==> src/rtl/key_event_gen.sv <==
// ---------------------------------------------------------------------------
// key_event_gen
//
// Turns four debounced, active-high switch levels into single-cycle event
// pulses for the clock's mode blocks: press, short release, long-press,
// auto-repeat and release.  Each key runs its own four-state FSM plus a hold
// counter.  The counter advances only on en_tick, so hold timing does not
// depend on the system clock rate.
//
// Parameters:
//   LONG_TICKS   - ticks of continuous hold before key_long (2..2^CNT_W-1)
//   REPEAT_TICKS - ticks between key_rep pulses once long (1..2^CNT_W-1)
//   CNT_W        - width of each per-key hold counter
//
// Ports:
//   clk          - system clock, rising edge
//   rst          - asynchronous reset, active low
//   en_tick      - one-clk-wide hold-timing strobe
//   key_in[3:0]  - debounced switch levels, 1 = pressed
//   key_press    - pulse: press accepted
//   key_short    - pulse: released before long-press
//   key_long     - pulse: hold reached LONG_TICKS
//   key_rep      - pulse: every REPEAT_TICKS while in long hold
//   key_release  - pulse: any release of an accepted press
//   key_held     - level: key is in PRESSED or LONG
// All outputs are registered.
// ---------------------------------------------------------------------------
module key_event_gen #(
    parameter int LONG_TICKS   = 100,
    parameter int REPEAT_TICKS = 20,
    parameter int CNT_W        = 8
) (
    input  logic       clk,
    input  logic       rst,
    input  logic       en_tick,
    input  logic [3:0] key_in,
    output logic [3:0] key_press,
    output logic [3:0] key_short,
    output logic [3:0] key_long,
    output logic [3:0] key_rep,
    output logic [3:0] key_release,
    output logic [3:0] key_held
);

    typedef enum logic [1:0] {
        DISARM  = 2'd0,
        IDLE    = 2'd1,
        PRESSED = 2'd2,
        LONG    = 2'd3
    } state_e;

    localparam logic [CNT_W-1:0] LONG_C = CNT_W'(LONG_TICKS);
    localparam logic [CNT_W-1:0] REP_C  = CNT_W'(REPEAT_TICKS);

    state_e           state_q [4];
    state_e           state_d [4];
    logic [CNT_W-1:0] cnt_q   [4];
    logic [CNT_W-1:0] cnt_d   [4];

    logic [3:0] press_q,   press_d;
    logic [3:0] short_q,   short_d;
    logic [3:0] long_q,    long_d;
    logic [3:0] rep_q,     rep_d;
    logic [3:0] release_q, release_d;
    logic [3:0] held_q,    held_d;

    // Next-state and next-output logic for the four independent key FSMs.
    // A release always takes priority over a tick arriving in the same cycle,
    // so a key let go exactly on the long/repeat boundary never fires those.
    always_comb begin
        press_d   = '0;
        short_d   = '0;
        long_d    = '0;
        rep_d     = '0;
        release_d = '0;
        held_d    = '0;
        for (int i = 0; i < 4; i++) begin
            state_d[i] = state_q[i];
            cnt_d[i]   = cnt_q[i];
            case (state_q[i])
                // A key found pressed out of reset must be let go first.
                DISARM: begin
                    if (!key_in[i]) begin
                        state_d[i] = IDLE;
                    end
                end
                IDLE: begin
                    if (key_in[i]) begin
                        state_d[i] = PRESSED;
                        cnt_d[i]   = '0;
                        press_d[i] = 1'b1;
                    end
                end
                PRESSED: begin
                    if (!key_in[i]) begin
                        state_d[i]   = IDLE;
                        cnt_d[i]     = '0;
                        short_d[i]   = 1'b1;
                        release_d[i] = 1'b1;
                    end else if (en_tick) begin
                        if ((cnt_q[i] + 1'b1) == LONG_C) begin
                            state_d[i] = LONG;
                            cnt_d[i]   = '0;
                            long_d[i]  = 1'b1;
                        end else begin
                            cnt_d[i] = cnt_q[i] + 1'b1;
                        end
                    end
                end
                LONG: begin
                    if (!key_in[i]) begin
                        state_d[i]   = IDLE;
                        cnt_d[i]     = '0;
                        release_d[i] = 1'b1;
                    end else if (en_tick) begin
                        if ((cnt_q[i] + 1'b1) == REP_C) begin
                            cnt_d[i] = '0;
                            rep_d[i] = 1'b1;
                        end else begin
                            cnt_d[i] = cnt_q[i] + 1'b1;
                        end
                    end
                end
            endcase
            // Held is registered from the next state so it rises with
            // key_press and falls with key_release.
            held_d[i] = (state_d[i] == PRESSED) || (state_d[i] == LONG);
        end
    end

    // State, counters and registered outputs.
    always_ff @(posedge clk or negedge rst) begin
        if (!rst) begin
            for (int i = 0; i < 4; i++) begin
                state_q[i] <= DISARM;
                cnt_q[i]   <= '0;
            end
            press_q   <= '0;
            short_q   <= '0;
            long_q    <= '0;
            rep_q     <= '0;
            release_q <= '0;
            held_q    <= '0;
        end else begin
            for (int i = 0; i < 4; i++) begin
                state_q[i] <= state_d[i];
                cnt_q[i]   <= cnt_d[i];
            end
            press_q   <= press_d;
            short_q   <= short_d;
            long_q    <= long_d;
            rep_q     <= rep_d;
            release_q <= release_d;
            held_q    <= held_d;
        end
    end

    assign key_press   = press_q;
    assign key_short   = short_q;
    assign key_long    = long_q;
    assign key_rep     = rep_q;
    assign key_release = release_q;
    assign key_held    = held_q;

endmodule
==> config.mk <==
export PLATFORM = sky130hd
export DESIGN_NAME = key_event_gen
export DESIGN_NICKNAME = d
export VERILOG_FILES = /design/src/rtl/key_event_gen.sv
export SDC_FILE = /design/constraint.sdc
export NUM_CORES = 1
export LEC_CHECK = 0
export ABC_AREA = 1
export ABC_CLOCK_PERIOD_IN_PS = 1590
export CAP_MARGIN = 20
export CORE_ASPECT_RATIO = 1.2
export CORE_MARGIN = 5
export CORE_UTILIZATION = 50
export CTS_CLUSTER_DIAMETER = 150
export DETAILED_ROUTE_END_ITERATION = 10
export PLACE_DENSITY = 0.73
export SLEW_MARGIN = 30
export SYNTH_ARGS = -nofsm -noshare
export SYNTH_HDL_FRONTEND = slang
export SYNTH_SLANG_ARGS = --single-unit
==> constraint.sdc <==
create_clock -name clk -period 1.59 [get_ports clk]
set_input_delay 0.318 -clock clk [delete_from_list [all_inputs] [get_ports clk]]
set_output_delay 0.318 -clock clk [all_outputs]
set_load 0.01 [all_outputs]
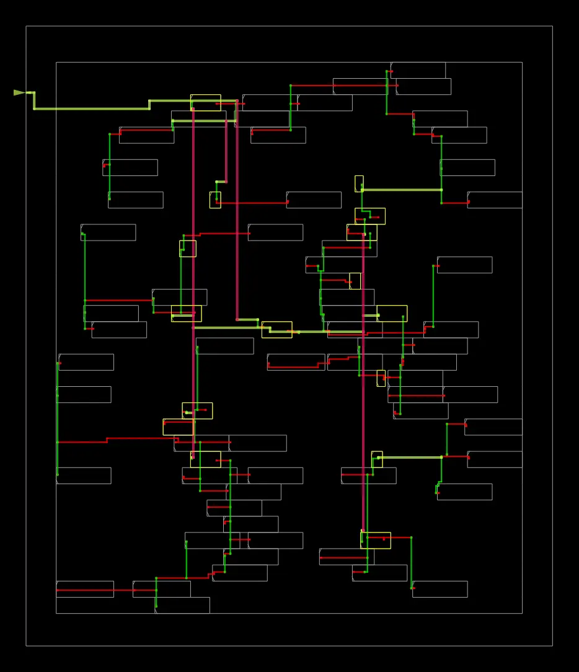
(run_1/clocks.png)
clock sink count: 62
worst-skew pair later-pin latency: 0.34 ns
Inserted Clock Buffers: 9

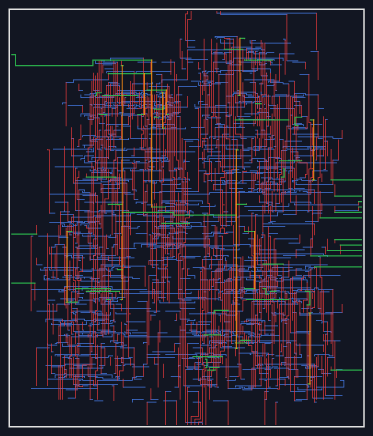
(run_1/wires.png)
(4 px per µm)
[red] metal 2 | wire length: 5,180 µm
[green] metal 3 | wire length: 347 µm
[blue] metal 1 | wire length: 3,670 µm
[orange] metal 4 | wire length: 249 µm

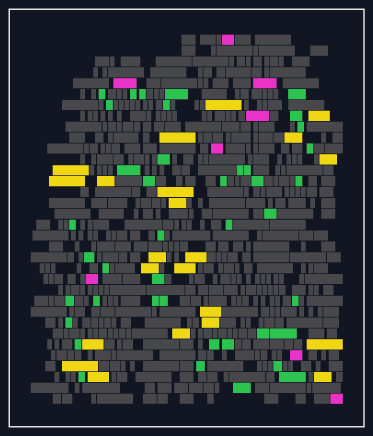
(run_1/logic_types.png)
(4 px per µm)
[green] aoi and oai cells | cells: 41 | where: widely spread
[magenta] xor and xnor cells | cells: 8
[yellow] fa/ha/maj cells | cells: 22

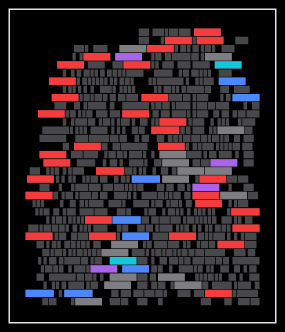
(run_1/flops_by_reg.png)
(3 px per µm) Other sequential cells in the stronger grey, the rest of the logic in the fainter grey.
[purple] key_release | placed flops: 4
[cyan] key_held | placed flops: 2
[red] cnt_q | placed flops: 32
[blue] state_q | placed flops: 8 | where: widely spread

==> out/qor.txt, run 1 <==
Internal power consumption -> 0.004013 W
Most numerous logic cell after layout -> sky130_fd_sc_hd__nand2_1
Proportion of power drawn by combinational gates -> 51.1%
Final tally of setup violations -> 20
Row Count -> 34
Nets@finish -> 635
Slowest CP cell -> sky130_fd_sc_hd__dfrtp_1
Number of flops mapped to enable cells by yosys -> 0
Sequential group share of total power -> 30.8%
Critical path startpoint -> cnt_q[8]
MUX area fraction -> 0%
Max stage delay on crit path -> 0.42 ns
Utilization after layout -> 74.01%
Layout buffering overhead excluding clock cells -> 16.99%
Outcome -> finished with violations
Library cell appearing most often on the critical path -> sky130_fd_sc_hd__nand2_1
Overall Power -> 0.006654 W
Overflow after GRT -> 0
Highest achievable clock rate -> 587.8 MHz
Register fraction of the total cell area -> 29.15%
Number of warnings issued by yosys -> 0
Area share of xor/xnor cells in the synthesized design -> 2.107%
Setup repair bufs after CTS -> 9
Combinational share of cell area -> 43.10%
Slew headroom -> 77.54%
Total routed wirelength -> 9.447 mm
Comb gate area -> 2307 µm²
Flops out of synthesis -> 62
CP max FO -> 3
Yosys simple share -> 32.36%
Clock Skews -> 0.008352 ns
Die X-Extent -> 88.33 µm
Leakage power -> 2.622 nW
Pin count of the biggest net entering global routing -> 63
DRT Pass-1 Iters -> 6
Clk slew on worst S/H paths -> 0.07 ns
Largest delay contributor family on the critical path -> simple AND/OR/NAND/NOR gates
Sequential power -> 0.00205 W
Chip area -> 9185 µm²
Final ANT Viol Nets -> 0
Setup crit end -> cnt_q[14]
Post-Syn Nets -> 526
Sort of element at the end of the critical path -> flop
Routability congestion estimate -> 0.8535
Post-layout period usage -> 107.0%
# IOs -> 31
Total number of vias -> 3,584
Max Buffers Root-to-Sink -> 2
Number of global-route vias before repair -> 3,357
Fin. Hold Viols -> 0
Post-synthesis sequential area ratio -> 42.15%
Reg2Reg Launch Point -> cnt_q[8]
Slack of the critical path -> -0.1112 ns
Clock buffer count -> 12
Clock buffer and inverter area fraction after layout -> 3.132%
Power density over cell area -> 1243 nW/µm²
Count of inverters not on the clock network in the layout -> 78
Cell group occupying the most layout area -> multi-input combinational cells
Flip-flop cell with the highest count after synthesis -> sky130_fd_sc_hd__dfrtp_1
Resized Gates After CTS -> 45
Category of the critical setup timing path -> flop to flop
Violations in the final reports -> negative setup slack
Power group with the largest share -> combinational logic
AO/OA Area Share -> 6.764%
Ranking of synthesized cells by instance count -> sky130_fd_sc_hd__nand2_1, sky130_fd_sc_hd__inv_1, sky130_fd_sc_hd__dfrtp_1
Post-DR vias/cell -> 5.113
Number of distinct library cell variants in the gate-level netlist after synthesis -> 36
Total Routing Usage GR -> 19.78%
Combinational gate power -> 0.00340 W
Final instance area -> 5353 µm²
Crit. path cell count -> 9
Number of antenna violations at the first check in global routing -> 0
Clk network pwr share -> 18.1%
Largest cells by area after synthesis -> sky130_fd_sc_hd__dfrtp_1, sky130_fd_sc_hd__nand2_1, sky130_fd_sc_hd__ha_1
Endpoint of the lowest-slack register-to-register path -> cnt_q[14]
P&R area growth vs syn -> 45.41%
Net switching component of the power -> 0.002641 W
Number of fill cells in the layout -> 513
Clock network power consumption -> 0.00121 W
Area leader share -> 42.15%
Layout multi-input combinational cell count -> 349
CP cell instances -> ha_4 -> xor2_1 -> nand2_1 -> nor2_2 -> nand4_1 -> nand2_2 -> nand2_2 -> nand2_1 -> nand2_1
Proportion of total power due to net switching -> 39.69%
Startpoint type of the worst setup path -> flop
Worst supply voltage drop on vdd -> 0.8872 mV
Hold-fix buffers at CTS -> 1
Path class of the lowest-slack min-delay path -> input port to asynchronous set/reset pin
# port buffers -> 30
Number of H-tree branching levels -> 3
Total number of tap cells -> 90
Crit path time final -> 1.701 ns
Clock tree from TritonCTS -> yes
Footprint of the flip-flops and latches -> 1560 µm²
Average wire length per cell after detail routing -> 13.48 µm
RSZ-0062 raised after global routing -> yes
Max capacitance violation total -> 0
run 1: through the flow:
step	setup TNS, ns	hold WS, ns
3_5_place_dp	-3.825	0.3539
4_1_cts	-0.3209	0.5258
5_1_grt	-4.122	0.5667
2_1_floorplan	0	0.02241
6_report	-0.9389	0.5043
3_3_place_gp	-2.820	0.3535
run 1: per-layer routing:
metal	routed length, µm	vias up	global-route usage [%]
met1	3673	1698	23.90
met3	346	27	3.011
li1	-	1758	-
met5	0	-	0
met2	5178	101	33.80
met4	248	0	9.071
run 1: sequential cells by signal, summed over array words and instances, names as in the netlist:
name	flops
cnt_q	32
state_q	8
key_long	4
key_press	4
key_release	4
key_rep	4
key_short	4
key_held	2
==> run_1/io_fan.png <==
(4 px per µm)
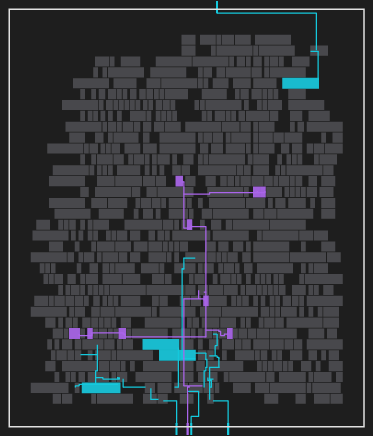

--- run 2 (diff from run 1) ---
CORE_ASPECT_RATIO = not set   (was 1.2)
CORE_MARGIN = 3   (was 5)
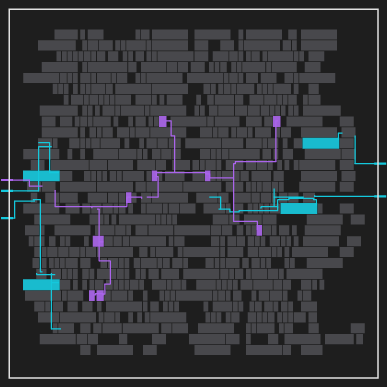
(run_2/io_fan.png)
(4 px per µm)
[cyan] key_held | bits: 4 | direction: output | edge: 2 left, 2 right | end cells: 4 | buffers: 7 | wire: 170 µm
[purple] en_tick | bits: 1 | direction: input | edge: left | end cells: 9 | buffers: 3 | wire: 158 µm

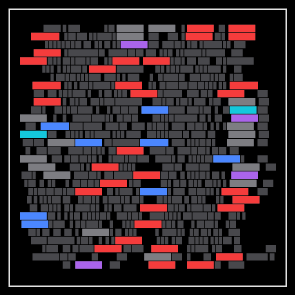
(run_2/flops_by_reg.png)
(3 px per µm) Other sequential cells in the stronger grey, the rest of the logic in the fainter grey.
utilization after layout: 76.16%
footprint of the flip-flops and latches: 1558 µm²
sequential power: 0.00200 W
register fraction of the total cell area: 29.29%

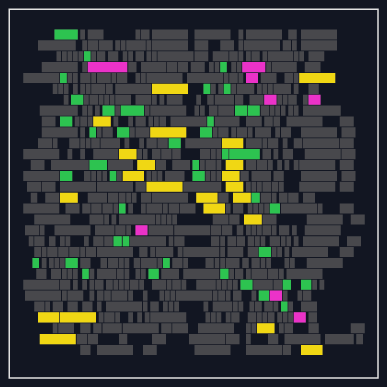
(run_2/logic_types.png)
(4 px per µm)
[yellow] fa/ha/maj cells | cells: 22
[green] aoi and oai cells | cells: 41
[magenta] xor and xnor cells | cells: 8

==> run 2 against run 1 <==
Effect of this change:
- the run still ends with negative setup slack left
- clock power increased by 4%
- synthesized cell count is the same
- die size down 8.2%
- register-to-register slack got worse by 0.09 ns
- non-clock buffer count shrank 2
- highest routed layer unchanged
- count of clock-buffer cells in the layout up 1
- critical path depth up 1
- routed wire length down 1.1%
- synthesized area did not move
- critical endpoint is now cnt_q[30]
- fmax decreased by 4.9%
==> out/qor.txt, run 2 <==
Clock Skews -> 0.008643 ns
Flops out of synthesis -> 62
Worst supply voltage drop on vdd -> 0.9359 mV
Critical path startpoint -> cnt_q[24]
Global-route track usage on met3 -> 5.086%
Clock network power consumption -> 0.00126 W
Post-Syn Nets -> 526
Busiest metal layer after global routing -> met2
Number of H-tree branching levels -> 3
Met1 layer usage reported by global route -> 25.57%
Reg2Reg Launch Point -> cnt_q[24]
Combinational gate power -> 0.00360 W
Sequential group share of total power -> 29.1%
Internal power consumption -> 0.004182 W
CP cell instances -> ha_4 -> nand3_4 -> o21ai_4 -> nand2_2 -> nor2_1 -> nand3_1 -> nand2_2 -> o21ai_4 -> nand2_1 -> nand2_1
Largest delay contributor family on the critical path -> simple AND/OR/NAND/NOR gates
Nets@finish -> 633
Ranking of synthesized cells by instance count -> sky130_fd_sc_hd__nand2_1, sky130_fd_sc_hd__inv_1, sky130_fd_sc_hd__dfrtp_1
Cell group occupying the most layout area -> multi-input combinational cells
Row Count -> 30
Number of global-route vias before repair -> 3,282
Number of fill cells in the layout -> 465
Number of cells in the yosys synthesis report -> 497
Top cell type by instance count after synthesis -> sky130_fd_sc_hd__nand2_1
Area share of xor/xnor cells in the synthesized design -> 2.107%
Fraction of layout cells with a size suffix above 1 -> 35.26%
Net switching component of the power -> 0.002682 W
P&R area growth vs syn -> 44.46%
Crit path time final -> 1.789 ns
Clock buffer and inverter area fraction after layout -> 3.271%
Total Routing Usage GR -> 20.52%
Final tally of setup violations -> 15
Number of distinct library cell variants in the gate-level netlist after synthesis -> 36
CP max FO -> 5
Overflow after GRT -> 0
Fin. Hold Viols -> 0
Layout multi-input combinational cell count -> 349
Final HPWL from detailed placement -> 5.731 mm
Startpoint type of the worst setup path -> flop
Placed Area -> 4457 µm²
Largest cells by area after synthesis -> sky130_fd_sc_hd__dfrtp_1, sky130_fd_sc_hd__nand2_1, sky130_fd_sc_hd__ha_1
Slowest CP cell -> sky130_fd_sc_hd__dfrtp_1
Count of inverters not on the clock network in the layout -> 78
Violations in the final reports -> negative setup slack
Clk slew on worst S/H paths -> 0.07 ns
Regs by FF count -> cnt_q x32, state_q x8
Layout buffering overhead excluding clock cells -> 16.59%
# port buffers -> 30
Setup crit end -> cnt_q[30]
Path class of the lowest-slack min-delay path -> input port to asynchronous set/reset pin
Highest achievable clock rate -> 559.1 MHz
Post-layout period usage -> 112.5%
Chip area -> 8427 µm²
Met3 routed WL -> 467 µm
Clock buffer count -> 13
Routed metal-1 wirelength -> 3.929 mm
Combinational share of cell area -> 43.04%
WP data required -> 1.82 ns
Flip-flop cell with the highest count after synthesis -> sky130_fd_sc_hd__dfrtp_1
Length of routed met2 wiring -> 4.748 mm
Leakage power -> 2.541 nW
Clk network pwr share -> 18.4%
Outcome -> finished with violations
Category of the critical setup timing path -> flop to flop
AO/OA Area Share -> 6.764%
Highest metal layer with signal wires -> met4
Post-synthesis average cell area -> 7.406 µm²
Number of flip-flops in the largest register -> 32
Clock sink count -> 62
Final ANT Viol Nets -> 0
Total routed wirelength -> 9.342 mm
Proportion of power drawn by combinational gates -> 52.5%
Die X-Extent -> 91.80 µm
Proportion of total power due to net switching -> 39.08%
WP buf/inv -> 0
Post-Syn Area -> 3681 µm²
Yosys simple share -> 32.36%
Violation count after the first detailed-routing iteration -> 128
Slew headroom -> 74.62%
# IOs -> 31
Sort of element at the end of the critical path -> flop
Number of warnings issued by yosys -> 0
Post-synthesis sequential area ratio -> 42.15%
Power group with the largest share -> combinational logic
Worst Hold Slack -> 0.5089 ns
Tool warnings -> 42
Hold-fix buffers at CTS -> 1
Comb gate area -> 2288 µm²
# DRC -> 0
First-pass GRT wire length -> 13.99 mm
Crit. path cell count -> 10
Max capacitance violation total -> 0
Number of antenna violations at the first check in global routing -> 0
Resized Gates After CTS -> 37
Chip area estimate from yosys synthesis -> 3681 µm²
Pin count of the biggest net entering global routing -> 63
Inserted Clock Buffers -> 9
Setup repair bufs after CTS -> 6
Fraction of the core area occupied by cells at floorplan -> 52.72%
Slack of the critical path -> -0.1986 ns
Clock tree from TritonCTS -> yes
Final instance area -> 5318 µm²
Most numerous logic cell after layout -> sky130_fd_sc_hd__nand2_1
Post-DR vias/cell -> 4.984
Dominant logic cell types in the final layout -> sky130_fd_sc_hd__nand2_1, sky130_fd_sc_hd__buf_4, sky130_fd_sc_hd__inv_1
DRT Pass-1 Iters -> 4
Yosys top cell by area -> sky130_fd_sc_hd__dfrtp_1
Worst-skew pair later-pin latency -> 0.35 ns
Largest register by flop count -> cnt_q
Fa+ha+maj area frac -> 7.478%
Max Buffers Root-to-Sink -> 2
Worst Max-Slew Pin Slew -> 0.3778 ns
Area leader share -> 42.15%
Total number of vias -> 3,504
Endpoint of the lowest-slack register-to-register path -> cnt_q[30]
MUX area fraction -> 0%
Max stage delay on crit path -> 0.41 ns
Power density over cell area -> 1291 nW/µm²
GR Layer Usage met2 -> 34.21%
Number of flops mapped to enable cells by yosys -> 0
RSZ-0062 raised after global routing -> yes
Non-CTS buffers -> 104
Average wire length per cell after detail routing -> 13.29 µm
Total number of tap cells -> 96
Routability congestion estimate -> 0.8878
## run 2: cell types whose count changed in the layout (fill, tap and decap cells not counted), sizes merged
cell / before / now
dlygate4sd2: 0 / 1
buf: 77 / 74
clkinvlp: 1 / 0
dlymetal6s2s: 4 / 0
clkdlybuf4s50: 23 / 27
clkbuf: 13 / 14
clkinv: 3 / 1
## run 2: per-stage QoR
stage | setup TNS, ns | std cells | power [W] | util (%)
finish | -1.093 | 703 | 0.006865 | 76.16
global route | -5.200 | 703 | 0.007327 | 76.16
CTS | -0.003300 | 687 | 0.006218 | 68.73
detailed placement | -4.658 | 666 | 0.004729 | 63.84
global placement | -3.038 | 666 | 0.004628 | 63.84
floorplan | 0 | 497 | 0.003513 | -
==> run_2/wires.png <==
(4 px per µm)
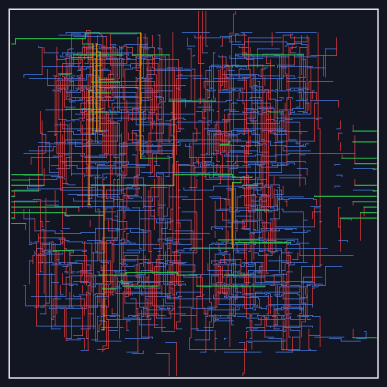

--- run 3 (diff from run 2) ---
DONT_BUFFER_PORTS = 1   (was not set)
PLACE_DENSITY = 0.68   (was 0.73)
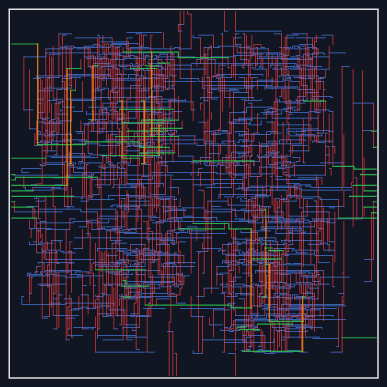
(run_3/wires.png)
(4 px per µm)
total routed wirelength: 9.673 mm
Total Routing Usage GR: 20.30%
average wire length per cell after detail routing: 14.44 µm
total number of vias: 3,465

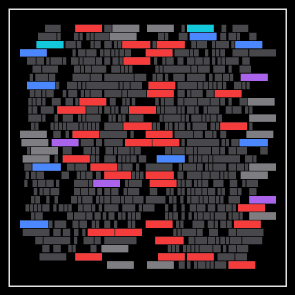
(run_3/flops_by_reg.png)
(3 px per µm) Other sequential cells in the stronger grey, the rest of the logic in the fainter grey.
[blue] state_q | placed flops: 8
[cyan] key_held | placed flops: 2
[red] cnt_q | placed flops: 32
[purple] key_release | placed flops: 4
not coloured: 16

==> run 3 against run 2 <==
Effect of this change:
- the run ends with negative hold slack, negative setup slack left
- sequential power is 7% higher
- utilization is 1.9 points lower
- synthesized cell count is the same
- hold slack got worse by 0.86 ns
- total power grew 1.8%
- synthesized area unchanged
- fmax rose by 6.6%
- largest cell class unchanged
- highest routed layer unchanged
==> out/qor.txt, run 3 <==
Violations in the final reports -> negative hold slack, negative setup slack
Utilization after layout -> 74.28%
Number of warnings issued by yosys -> 0
Data arrival time at the worst-slack endpoint -> 1.93 ns
RSZ-0062 raised after global routing -> yes
Sequential power -> 0.00214 W
Placed Area -> 4059 µm²
Largest register by flop count -> cnt_q
Routed metal-1 wirelength -> 4.067 mm
Slew headroom -> 74.56%
Post-layout period usage -> 105.6%
Pin count of the biggest net entering global routing -> 63
Proportion of total power due to net switching -> 37.89%
Clock tree from TritonCTS -> yes
Outcome -> finished with violations
Instance tally after logic synthesis -> 497
Post-Syn Nets -> 526
Non-Filler Instances -> 670
Yosys simple share -> 32.36%
Startpoint type of the worst setup path -> flop
Slowest CP cell -> sky130_fd_sc_hd__dfrtp_1
Clock network power consumption -> 0.00172 W
Chip area -> 8427 µm²
Yosys top cell by area -> sky130_fd_sc_hd__dfrtp_1
Nets@finish -> 599
Highest metal layer with signal wires -> met4
Overall Power -> 0.006986 W
Net switching component of the power -> 0.002647 W
Dominant logic cell types in the final layout -> sky130_fd_sc_hd__nand2_1, sky130_fd_sc_hd__buf_4, sky130_fd_sc_hd__inv_1
Violation count after the first detailed-routing iteration -> 153
Post-DR vias/cell -> 5.172
Fa+ha+maj area frac -> 7.478%
Largest delay contributor family on the critical path -> simple AND/OR/NAND/NOR gates
Number of antenna violations at the first check in global routing -> 0
Highest achievable clock rate -> 595.8 MHz
Largest non-sequential cell family by area -> simple AND/OR/NAND/NOR gates
Internal power consumption -> 0.004339 W
Busiest metal layer after global routing -> met2
Clock sink count -> 62
Area share of xor/xnor cells in the synthesized design -> 2.107%
Diode insertion count for antenna repair -> 0
P&R area growth vs syn -> 40.89%
Met3 routed WL -> 470 µm
Number of distinct library cell variants in the gate-level netlist after synthesis -> 36
Critical path startpoint -> cnt_q[9]
Post-synthesis average cell area -> 7.406 µm²
Flops out of synthesis -> 62
AO/OA Area Share -> 6.764%
Number of H-tree branching levels -> 3
Slack of the critical path -> -0.08840 ns
Sort of element at the end of the critical path -> flop
Combinational gate power -> 0.00313 W
Sequential group share of total power -> 30.6%
Power group with the largest share -> combinational logic
GR Layer Usage met2 -> 33.72%
Reg2Reg Launch Point -> cnt_q[9]
Number of cells in the yosys synthesis report -> 497
Fin. Hold Viols -> 62
Largest cells by area after synthesis -> sky130_fd_sc_hd__dfrtp_1, sky130_fd_sc_hd__nand2_1, sky130_fd_sc_hd__ha_1
Final tally of setup violations -> 19
Overflow after GRT -> 0
Final instance area -> 5186 µm²
CP cell instances -> buf_6 -> nand3_1 -> xor2_1 -> nor2_2 -> nand4_1 -> nand2_1 -> nand2_2 -> nand2_1 -> nand2_1
MUX area fraction -> 0%
WP buf/inv -> 1
Max stage delay on crit path -> 0.42 ns
Tool warnings -> 44
Max Buffers Root-to-Sink -> 2
Met1 layer usage reported by global route -> 25.33%
Proportion of power drawn by combinational gates -> 44.8%
Crit path time final -> 1.678 ns
Library cell appearing most often on the critical path -> sky130_fd_sc_hd__nand2_1
Post-synthesis async set-or-reset flop share -> 100.0%
WP data required -> 1.84 ns
Number of flip-flops in the largest register -> 32
Worst Hold Slack -> -0.3479 ns
Chip area estimate from yosys synthesis -> 3681 µm²
Post-synthesis sequential area ratio -> 42.15%
Max capacitance violation total -> 0
DRT Pass-1 Iters -> 4
Ranking of synthesized cells by instance count -> sky130_fd_sc_hd__nand2_1, sky130_fd_sc_hd__inv_1, sky130_fd_sc_hd__dfrtp_1
Number of flops mapped to enable cells by yosys -> 0
Die X-Extent -> 91.80 µm
Global-route track usage on met3 -> 4.512%
Placed Cells -> 624
TNS Setup -> -0.8504 ns
Worst supply voltage drop on vdd -> 0.8861 mV
Dpl ws -> -0.1046 ns
Path class of the lowest-slack min-delay path -> input port to asynchronous set/reset pin
Leakage power -> 2.464 nW
Floorplan core area -> 6982 µm²
CTS Root Buffer Type -> sky130_fd_sc_hd__clkbuf_8
Post-Syn Area -> 3681 µm²
Final HPWL from detailed placement -> 5.519 mm
Most numerous logic cell after layout -> sky130_fd_sc_hd__nand2_1
Clk network pwr share -> 24.6%
Routability congestion estimate -> 0.8321
Inserted Clock Buffers -> 9
First-pass GRT wire length -> 13.88 mm
Vert. Die Dim -> 91.80 µm
Clock Skews -> 0.006559 ns
Top cell type by instance count after synthesis -> sky130_fd_sc_hd__nand2_1
CP max FO -> 4
Category of the critical setup timing path -> flop to flop
Fraction of layout cells with a size suffix above 1 -> 41.99%
Final ANT Viol Nets -> 0
Clk slew on worst S/H paths -> 0.07 ns
Worst-skew pair later-pin latency -> 0.36 ns
Power density over cell area -> 1347 nW/µm²
Number of slew-limit violations in the final report -> 0
Number of global-route vias before repair -> 3,190
# DRC -> 0
Length of routed met2 wiring -> 4.921 mm
Flip-flop cell with the highest count after synthesis -> sky130_fd_sc_hd__dfrtp_1
Worst Max-Slew Pin Slew -> 0.3786 ns
Regs by FF count -> cnt_q x32, state_q x8
Fraction of the core area occupied by cells at floorplan -> 52.72%
Area leader share -> 42.15%
Row Count -> 30
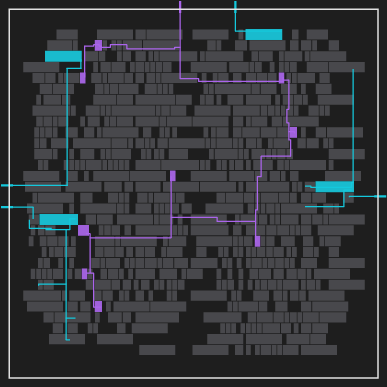
(run_3/io_fan.png)
(4 px per µm)
# IOs: 31
# port buffers: 0

-- run 3: cell counts after synthesis --
Identical to the previous run, type by type.
-- run 3: worst paths after layout --
check	endpoint	slack (ns)	cells past startpoint
worst max-delay path	cnt_q[14]	-0.09	9
worst min register to register	cnt_q[14]	0.53	2
min in group clk	key_release[1]	0.02	1
worst min-delay path	cnt_q[8]	-0.35	0
worst max register to register	cnt_q[14]	-0.09	9
max in group asynchronous	state_q[1]	1.78	0
-- run 3: layout make-up --
class	count	area, µm²
repair buffers	70	551.8
fillers	503	1795
inverters	78	297.8
flip-flops and latches	62	1565
multi-input cells	349	2415
well taps	96	120.1
clock inverters	4	95.09
clock buffers	11	141.4
-- run 3: what timing repair did --
action,CTS,global route
pin swaps,22,50
gates resized,51,129
endpoints found under the setup margin,35,46
endpoints found under the hold margin,62,62
setup buffers,6,25
Power is estimated from default activity; no workload was simulated.
